==> images/wires.png <==
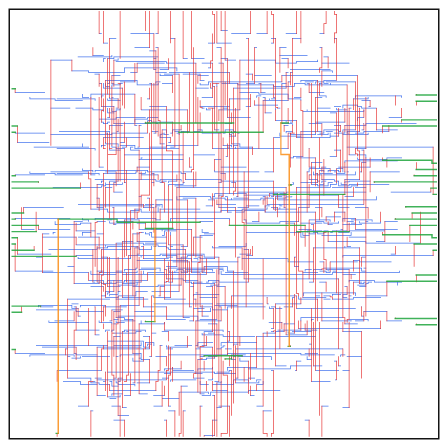
==> images/clk_routes.png <==
The bar under the picture is 20 um long.
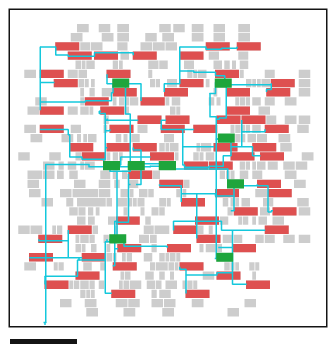
<file path="config.mk">
export PLATFORM = sky130hd
export DESIGN_NAME = pipe_stage_buf
export DESIGN_NICKNAME = d
export VERILOG_FILES = /design/src/rtl/pipe_stage_buf.sv
export SDC_FILE = /design/constraint.sdc
export NUM_CORES = 1
export LEC_CHECK = 0
export CORE_MARGIN = 2
export CORE_UTILIZATION = 35
export CTS_CLUSTER_DIAMETER = 60
export CTS_CLUSTER_SIZE = 8
export DETAILED_ROUTE_END_ITERATION = 6
export PLACE_DENSITY = 0.61
export SYNTH_ARGS = -nofsm -noshare
export SYNTH_HDL_FRONTEND = slang
export SYNTH_SLANG_ARGS = --single-unit
</file>
<file path="constraint.sdc">
create_clock -name CLK -period 4.2 [get_ports CLK]
set_input_delay 0.63 -clock CLK [delete_from_list [all_inputs] [get_ports CLK]]
set_output_delay 0.63 -clock CLK [all_outputs]
set_load 0.05 [all_outputs]
</file>
<file path="src/rtl/pipe_stage_buf.sv">
// Inter-stage pipeline register with valid/ready handshake and a 2-entry skid buffer.
// in_ready is a function of registered state and flush only, never of out_ready.
// Flush squashes held tokens; halted records that a halt token reached downstream.
module pipe_stage_buf #(
  parameter int unsigned DATA_W     = 32,
  parameter bit          CLEAR_DATA = 1'b1
) (
  input  logic              CLK,
  input  logic              RST,
  input  logic              in_valid,
  output logic              in_ready,
  input  logic [DATA_W-1:0] in_data,
  input  logic              in_halt,
  input  logic              flush,
  output logic              out_valid,
  input  logic              out_ready,
  output logic [DATA_W-1:0] out_data,
  output logic              out_halt,
  output logic              halted,
  output logic [1:0]        occupancy
);

  // Main entry drives the outputs; skid entry is always the younger token.
  logic              m_v_q, m_v_d, s_v_q, s_v_d;
  logic [DATA_W-1:0] m_d_q, m_d_d, s_d_q, s_d_d;
  logic              m_h_q, m_h_d, s_h_q, s_h_d;
  logic              halt_seen_q, halt_seen_d;
  logic              halted_q, halted_d;
  logic              acc, dq;

  assign in_ready  = ~s_v_q & ~halt_seen_q & ~flush;
  assign out_valid = m_v_q;
  assign out_data  = m_d_q;
  assign out_halt  = m_h_q & m_v_q;
  assign halted    = halted_q;
  assign occupancy = {1'b0, m_v_q} + {1'b0, s_v_q};

  assign acc = in_valid & in_ready;
  assign dq  = m_v_q & out_ready;

  // Next-state for both entries, halt tracking and the sticky halted flag.
  always_comb begin
    m_v_d       = m_v_q;
    s_v_d       = s_v_q;
    m_d_d       = m_d_q;
    s_d_d       = s_d_q;
    m_h_d       = m_h_q;
    s_h_d       = s_h_q;
    halt_seen_d = halt_seen_q;
    halted_d    = halted_q | (dq & m_h_q);

    if (flush) begin
      m_v_d = 1'b0;
      s_v_d = 1'b0;
      if (CLEAR_DATA) begin
        m_d_d = '0;
        s_d_d = '0;
        m_h_d = 1'b0;
        s_h_d = 1'b0;
      end
      // A squashed halt must reopen the stage, but a delivered one keeps it closed.
      halt_seen_d = halted_d;
    end else begin
      if (acc && in_halt) begin
        halt_seen_d = 1'b1;
      end
      if (!m_v_q) begin
        if (acc) begin
          m_v_d = 1'b1;
          m_d_d = in_data;
          m_h_d = in_halt;
        end
      end else if (!dq) begin
        if (acc) begin
          s_v_d = 1'b1;
          s_d_d = in_data;
          s_h_d = in_halt;
        end
      end else if (s_v_q) begin
        // in_ready is low while skid is full, so no accept can race this move.
        m_d_d = s_d_q;
        m_h_d = s_h_q;
        s_v_d = 1'b0;
      end else if (acc) begin
        m_d_d = in_data;
        m_h_d = in_halt;
      end else begin
        m_v_d = 1'b0;
      end
    end
  end

  // Control state: valid bits and halt flags, synchronous reset has top priority.
  always_ff @(posedge CLK) begin
    if (RST) begin
      m_v_q       <= 1'b0;
      s_v_q       <= 1'b0;
      halt_seen_q <= 1'b0;
      halted_q    <= 1'b0;
    end else begin
      m_v_q       <= m_v_d;
      s_v_q       <= s_v_d;
      halt_seen_q <= halt_seen_d;
      halted_q    <= halted_d;
    end
  end

  // Payload registers: cleared on reset only when CLEAR_DATA is set.
  always_ff @(posedge CLK) begin
    if (RST && CLEAR_DATA) begin
      m_d_q <= '0;
      s_d_q <= '0;
      m_h_q <= 1'b0;
      s_h_q <= 1'b0;
    end else begin
      m_d_q <= m_d_d;
      s_d_q <= s_d_d;
      m_h_q <= m_h_d;
      s_h_q <= s_h_d;
    end
  end

endmodule

</file>
==> results.toml <==
# physical design summary
[critical_path]
cp.required_ns = 3.57
cp_cell_sequence = "clkdlybuf4s50_1 -> nor3_2 -> clkdlybuf4s50_1"
rr_worst_depth = 3
start_kind = "input port"
cp.buffers_inverters = 2
rrSetupSlack_ns = 2.01
crit_path_end_kind = "output port"
crit_arrival_ns = 2.28
path_depth = 3
cp_slowest_cell = "clkdlybuf4s50_1"

[logic_synthesis]
yosys_cells = 319
ys_ff = 70
simple_gate_share_pct = 15.2
ys_async_sr_fraction_pct = 0
yosys-top-cells-area = "dfxtp_1 50%, nand2_1 9.7%, a21oi_1 8.3%"
synth_nets = 358
yosys.area_share.adder_pct = 0.444
flop_cell = "dfxtp_1"
ys_sh_aoi_pct = 29.7
largest_area_cell = "dfxtp_1"
synth.cells.most_frequent = "73 x nand2_1, 70 x dfxtp_1, 47 x a21oi_1, 25 x a22oi_1, 25 x o2bb2ai_1"
synth_seq_share_pct = 49.7
synthCells = 319

[clock_tree]
cts_hold_buf = 0
tritoncts = "yes"
h-tree-depth = 3
cts.path.max_buffers = 2

[finish]
flops = 70
lay_top_cells = "75 x clkdlybuf4s50_1, 73 x nand2_1, 70 x dfxtp_1, 47 x a21oi_1"
seq_share_pct = 37.5
clock_buffers = 9
logic_gate_count = 220
logic_area_mm2 = 0.00128
sh_comb_area_pct = 34.2
nNetsFinal = 420
buf_share_pct = 20.5

[global_routing]
use_met3_pct = 4.25
grtUsageMet1_pct = 24.1
grt_util_met2_pct = 26.8
grt_pass1_wl_um = 12200

[floorplan]
io_pins = 76
die_w_um = 93.8
tap_cells = 102

[drt]
ant_nets = 0
drt_iter0_markers = 124
viasPerCell = 5.15

[final_timing]
timing_hold_violations_final = 0
setup_viol = 0
rsz0062_at_grt = "false"

[power]
pg_seq_uw = 684
ir_drop_mv = 0.192
powerComb_uw = 160
power_leader = "registers"
p_comb_share_pct = 12.4
p_leak_nw = 1.22
powerDensity_mw_per_mm2 = 345

[placement]
dp_hpwl_um = 4480
io_buffers = 75

[run_status]
status = "finished clean"
## Picture notes: wires.png
- green: metal 3 (wire length 339 um)
- blue: metal 1 (wire length 3430 um)
- red: metal 2 (wire length 3450 um)
- orange: metal 4 (wire length 118 um)
Tot GR Track Use: 17.6%
final wirelength: 7340 um
Wirelength per Cell: 15.1 um
DR vias: 2503

## Picture notes: clk_routes.png
- cyan: clock wires (length 880 um)
- red: flip-flops (count 70)
- green: clock drivers (count 9)
- routed clock nets: 10
- flops lie: widely spread
clk_skew: 0.0106 ns
clock power share: 34.5%
Clock Power: 444 uW
Worst-Skew Late Latency: 0.34 ns

-- layer usage --
layer  part of all wire, %  wire [um]
met1                    47       3430
met2                    47       3450
met5                     0          0
met3                   4.6        339
met4                   1.6        118
-- flip-flops by register name, indices dropped and copies added (netlist names) --
name and count:
halt_seen_q 1, out_data 32, s_h_q 1, out_valid 1
halted 1, s_v_q 1, m_h_q 1, s_d_q 32
-- through the flow --
| step | cells | setup slack (ns) | power (mW) | instance area (um^2) |
|---|---|---|---|---|
| floorplan | 319 | 2.09 | 0.786 | 2820 |
| global placement | 472 | 1.21 | 0.860 | 3590 |
| detailed placement | 472 | 1.21 | 0.860 | 3590 |
| CTS | 486 | 1.29 | 1.31 | 3740 |
| global route | 486 | 1.21 | 1.35 | 3740 |
| finish | 486 | 1.29 | 1.29 | 3740 |
Power figures rest on the tool's default switching activity, not on a simulated workload.
